### config.mk
export PLATFORM = sky130hd
export DESIGN_NAME = arb_mux
export DESIGN_NICKNAME = d
export VERILOG_FILES = /design/src/rtl/arb_mux.sv
export SDC_FILE = /design/constraint.sdc
export NUM_CORES = 1
export LEC_CHECK = 0
export CAP_MARGIN = 10
export CORE_AREA = 2 2 130 132
export CTS_BUF_LIST = sky130_fd_sc_hd__clkbuf_8
export DETAILED_ROUTE_END_ITERATION = 12
export DIE_AREA = 0 0 132 134
export PLACE_DENSITY = 0.74
export SLEW_MARGIN = 20
export SYNTH_ARGS = -nofsm -noshare
export SYNTH_HDL_FRONTEND = slang
export SYNTH_SLANG_ARGS = --single-unit
### constraint.sdc
create_clock -name clk -period 3.7 [get_ports clk]
set_input_delay 0.925 -clock clk [delete_from_list [all_inputs] [get_ports clk]]
set_output_delay 0.925 -clock clk [all_outputs]
set_load 0.05 [all_outputs]
### src/rtl/arb_mux.sv
// N-way registered mux with valid/ready on every channel.
// Picks one channel per cycle by external select or round-robin.
module arb_mux #(
    parameter int WIDTH    = 64,
    parameter int N        = 4,
    parameter int ARB_MODE = 0,
    localparam int SELW    = $clog2(N)
) (
    input  logic                 clk,
    input  logic                 reset,
    input  logic [N*WIDTH-1:0]   in_data,
    input  logic [N-1:0]         in_valid,
    output logic [N-1:0]         in_ready,
    input  logic [SELW-1:0]      sel,
    output logic [WIDTH-1:0]     out_data,
    output logic                 out_valid,
    input  logic                 out_ready,
    output logic [SELW-1:0]      out_src
);

    logic [WIDTH-1:0] out_data_q, out_data_d;
    logic             out_valid_q, out_valid_d;
    logic [SELW-1:0]  out_src_q, out_src_d;
    logic [SELW-1:0]  ptr_q, ptr_d;

    logic             can_accept;
    logic [N-1:0]     grant;
    logic             xfer;
    logic [SELW-1:0]  gnt_idx;
    logic [WIDTH-1:0] gnt_data;

    assign can_accept = !out_valid_q || out_ready;

    always_comb begin : arbitrate
        int   target;
        logic found;
        grant  = '0;
        target = 0;
        found  = 1'b0;
        if (ARB_MODE == 0) begin
            for (int i = 0; i < N; i++) begin
                if (sel == SELW'(i)) begin
                    grant[i] = in_valid[i];
                end
            end
        end else begin
            // search upward from the channel after the last winner
            for (int k = 1; k <= N; k++) begin
                target = int'(ptr_q) + k;
                if (target >= N) begin
                    target = target - N;
                end
                for (int i = 0; i < N; i++) begin
                    if (!found && (i == target) && in_valid[i]) begin
                        grant[i] = 1'b1;
                        found    = 1'b1;
                    end
                end
            end
        end
    end

    always_comb begin : encode
        gnt_idx  = '0;
        gnt_data = '0;
        for (int i = 0; i < N; i++) begin
            if (grant[i]) begin
                gnt_idx  = SELW'(i);
                gnt_data = in_data[i*WIDTH +: WIDTH];
            end
        end
    end

    assign in_ready = (reset || !can_accept) ? '0 : grant;
    assign xfer     = |in_ready;

    always_comb begin : next_state
        out_data_d  = out_data_q;
        out_valid_d = out_valid_q;
        out_src_d   = out_src_q;
        ptr_d       = ptr_q;
        if (xfer) begin
            out_data_d  = gnt_data;
            out_src_d   = gnt_idx;
            out_valid_d = 1'b1;
            if (ARB_MODE != 0) begin
                ptr_d = gnt_idx;
            end
        end else if (out_ready) begin
            out_valid_d = 1'b0;
        end
    end

    always_ff @(posedge clk) begin
        if (reset) begin
            out_data_q  <= '0;
            out_valid_q <= 1'b0;
            out_src_q   <= '0;
            ptr_q       <= SELW'(N - 1);
        end else begin
            out_data_q  <= out_data_d;
            out_valid_q <= out_valid_d;
            out_src_q   <= out_src_d;
            ptr_q       <= ptr_d;
        end
    end

    assign out_data  = out_data_q;
    assign out_valid = out_valid_q;
    assign out_src   = out_src_q;

endmodule

==> flow_summary.json <==
{
  "postSynthAreaPerCell_um2": 10.4,
  "floorplan.nets": 656,
  "tritoncts_clock_tree": "yes",
  "dr_total_vias": 4545,
  "post_synthesis_sequential_area_ratio_pct": 33.0,
  "worst_path_most_repeated_cell": "sky130_fd_sc_hd__nand2b_1",
  "grt-ovfl-total": 0,
  "power_frac_comb_pct": 39.2,
  "warnings": 26,
  "report.final.setup_viol": 0,
  "place_area_um2": 7610,
  "critPathMaxStageDelay_ps": 470,
  "crit_path_end_kind": "primary output",
  "dieWidth_um": 132,
  "synth.cellmix.compoundShare_pct": 30.2,
  "cts.sinks": 67,
  "timing.fmax_mhz": 316,
  "p_clk_share_pct": 24.5,
  "post_synth_inst_count": 391,
  "drive_above_1_share_pct": 14.4,
  "status": "finished, final reports clean",
  "quantity_of_i_o_buffers_inserted_on_ports": 335,
  "crit_family": "simple AND/OR/NAND/NOR gates",
  "arrival_ps": 2240,
  "yosysCellCount": 391,
  "cts-buffers-inserted": 9,
  "ctsRootBufferMaster": "sky130_fd_sc_hd__clkbuf_8",
  "floorplanUtilization_pct": 24.9,
  "final.min_clock_period_ps": 3170,
  "final_layout_top_logic_cells": "sky130_fd_sc_hd__clkdlybuf4s50_1, sky130_fd_sc_hd__mux2_2, sky130_fd_sc_hd__dfxtp_1, sky130_fd_sc_hd__nor2b_1",
  "cts-resized-gates": 0,
  "pwr-share-seq_pct": 36.3,
  "firstDrtPassIters": 4,
  "antenna_violations_before_repair": 0,
  "max-vdd-ir-drop_v": 0.000209,
  "worst-path-buf-inv": 2,
  "path_clk_slew_ps": 60,
  "io_pins": 336,
  "finalMaxSlewViolations": 0,
  "synth_cell_type_count": 24,
  "p_int_mw": 1.52,
  "netlist_area_um2": 4060,
  "diode_count": 0,
  "grt_first_pass_wirelength_mm": 25.0,
  "synth_flop_count": 67,
  "finalNetCount": 971,
  "max_cap_viols": 0,
  "post_synth_xor_area_fraction_pct": 0,
  "initialDrtViolationCount": 134,
  "synth.comb.largest_family": "AND-OR/OR-AND gates",
  "cts.htree.levels": 3,
  "clock_insertion_delay_worst_skew_ps": 350,
  "top_cells_area": "sky130_fd_sc_hd__dfxtp_1, sky130_fd_sc_hd__mux2_2, sky130_fd_sc_hd__a221o_1",
  "whs_ps": 507,
  "synthSimpleGateAreaFrac_pct": 12.6,
  "top_area_share_pct": 33.0,
  "cts-hold-fix-buffers": 0,
  "post-route-drc-count": 0,
  "static-leakage-power_nw": 2.98,
  "p_switching_mw": 0.673,
  "placement_rows": 47,
  "cp_max_fo": 4,
  "yosys.stat.chipArea_um2": 4060,
  "post-cts-setup-buffers": 0,
  "sw_frac_of_total_pct": 30.7,
  "critical_path.cell_chain": "clkdlybuf4s50_1, nand2b_1, nand2b_1, nor3_1, buf_12",
  "grt_pass1_vias": 4767,
  "hpwl_mm": 12.0,
  "finish.instance_area_um2": 7780,
  "yosys_adder_share_pct": 0,
  "overall_chip_area_um2": 17700,
  "mux_share_pct": 18.9,
  "worst_pin_slew_ps": 974,
  "number_of_failing_hold_endpoints_at_the_final_stage": 0,
  "power.density_nw_per_um2": 282,
  "routed_wirelength_mm": 16.0,
  "post-route-period-util_pct": 85.6,
  "die_h_um": 134,
  "cp_slowest_cell": "sky130_fd_sc_hd__clkdlybuf4s50_1",
  "flow.area_growth_from_synthesis_pct": 91.6,
  "final_common_cell": "sky130_fd_sc_hd__clkdlybuf4s50_1",
  "finalSetupTns_ps": 0,
  "clock-skew-final_ps": 8.87,
  "clock_path_buffers": 2,
  "holdCritPathClass": "reg2reg",
  "grt_setup_unrepaired": "false",
  "maximum_number_of_pins_on_one_net_before_global_route_repair": 69,
  "worst-setup-path-type": "in2out",
  "layout_fillers": 1554,
  "yosysWarnings": 0,
  "post-synth-top-area-cell": "sky130_fd_sc_hd__dfxtp_1",
  "gp_routability_congestion": 0.847,
  "worstSetupStartpointType": "primary input",
  "drtAntennaViolNets": 0,
  "vias_per_cell": 4.89,
  "post-layout-total-power_mw": 2.19,
  "design.core.area_um2": 16300,
  "critical_path_required_ps": 2770,
  "maxSlewHeadroom_pct": 34.9
}
==> final timing paths <==
check | startpoint | end | slack [ps] | depth (start not counted)
worst max-delay path | out_ready | in_ready[1] | 530 | 5
worst min-delay path | out_src[0]$_SDFFE_PP0P_ | out_src[0]$_SDFFE_PP0P_ | 510 | 2
worst max register to register | out_valid$_SDFFE_PP0P_ | out_data[32]$_SDFFE_PP0P_ | 1530 | 5
worst min register to register | out_src[0]$_SDFFE_PP0P_ | out_src[0]$_SDFFE_PP0P_ | 510 | 2
==> power by group through the flow <==
| stage | combinational (mW) | sequential [mW] | clock [mW] |
|---|---|---|---|
| 5_1_grt | 0.908 | 0.803 | 0.605 |
| 2_1_floorplan | 0.240 | 0.990 | 0 |
| 3_5_place_dp | 0.865 | 0.812 | 0 |
| 6_report | 0.860 | 0.796 | 0.538 |
| 3_3_place_gp | 0.860 | 0.810 | 0 |
| 4_1_cts | 0.868 | 0.796 | 0.574 |
==> registers in the layout, indices dropped and copies added, names as in the netlist <==
name       flops
out_data      64
out_src        2
out_valid      1
==> through the flow <==
step | worst slack, ps | util (%) | std cells
global route | 438 | 47.8 | 929
finish | 531 | 47.8 | 929
floorplan | 493 | - | 391
detailed placement | 219 | 46.7 | 915
CTS | 509 | 47.8 | 929
global placement | 273 | 46.7 | 915
==> layer usage <==
| metal | global-route usage, % | vias up | share of wire [%] |
|---|---|---|---|
| met5 | 0 | - | 0 |
| met4 | 6.28 | 0 | 2.7 |
| met3 | 6.58 | 26 | 8.7 |
| met2 | 31.7 | 216 | 51 |
| met1 | 19.3 | 2131 | 38 |
| li1 | - | 2172 | - |
==> synthesized netlist by cell type, drive strengths merged <==
library cell	instances
dfxtp	67
mux2	67
nor2b	66
a221o	64
a22o	64
clkbuf	23
buf	18
a21oi	4
nor2	4
and2	3
nand2b	2
and3	1
and3b	1
mux2i	1
nand2	1
nand3	1
nand3b	1
nor3	1
nor3b	1
o21ai	1
==> worst reg2reg max path, stage by stage, from the launching register on <==
cell and delay, ps:
sky130_fd_sc_hd__dfxtp_1 330, sky130_fd_sc_hd__nand2b_1 130, sky130_fd_sc_hd__nand2b_1 130, sky130_fd_sc_hd__nor2_4 770
sky130_fd_sc_hd__buf_12 300, sky130_fd_sc_hd__mux2_2 400
==> logic make-up after synthesis <==
family,count (synthesis)
compound gates,133
flops,67
mux,68
simple gates,82
buf+inv,41
==> area by class of cell <==
type | count | area (um^2) | area share (%)
flip-flops and latches | 67 | 1340 | 17.2
clock inverters | 3 | 15.0 | 0.193
clock buffers | 11 | 151 | 1.95
well taps | 220 | 275 | 3.54
repair buffers | 345 | 3480 | 44.7
multi-input cells | 283 | 2520 | 32.4
Fig. 1: routing congestion
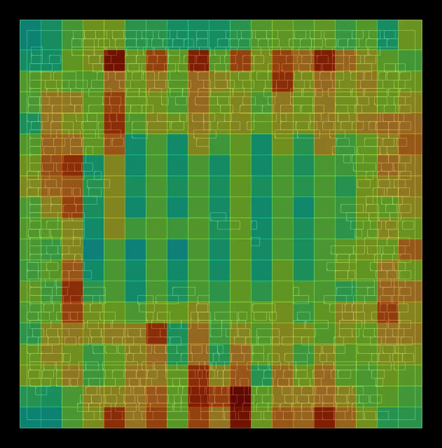
routing usage on met3: 6.58%
All-Layer GR Usage: 17.7%
met2 Track Usage GR: 31.7%
Routed wire per std cell: 17.2 um

Fig. 2: ports around the boundary
Pins as bars across the die edge, other pins in gray.
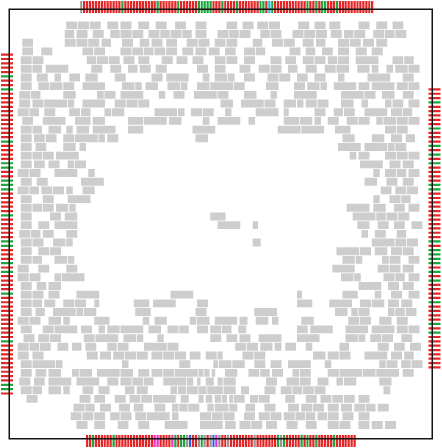
legend:
  green:
    port: `out_data`
    pins: 64
    direction: output
    edge: 18 top, 17 right, 17 left, 12 bottom
  cyan:
    port: `reset`
    pins: 1
    direction: input
    edge: top
  magenta:
    port: `in_ready`
    pins: 4
    direction: output
    edge: bottom
  red:
    port: `in_data`
    pins: 256
    direction: input
    edge: 80 top, 66 bottom, 62 left, 48 right
  blue:
    port: `sel`
    pins: 2
    direction: input
    edge: bottom

Fig. 3: metal 4
Cells faint in the background.
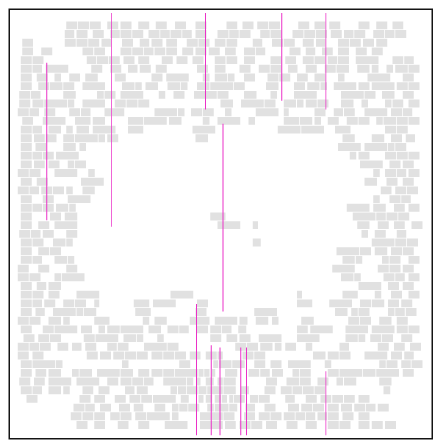
longest straight run: 66.6 um
share of all routed wire: 2.7%
main direction: vertical
nets with wire on the layer: 12
wire length on this layer: 431 um

Fig. 4: clock distribution
Scale bar: 50 um.
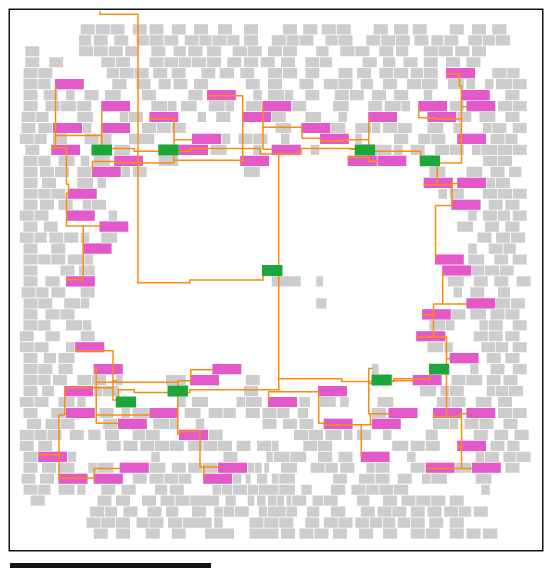
legend:
  magenta:
    item: flip-flops
    count: 67
  green:
    item: clock-net drivers
    count: 9
  orange:
    item: clock wires
    length: 1030 um
flops lie: spread over the die

Power and IR drop assume default switching activity.
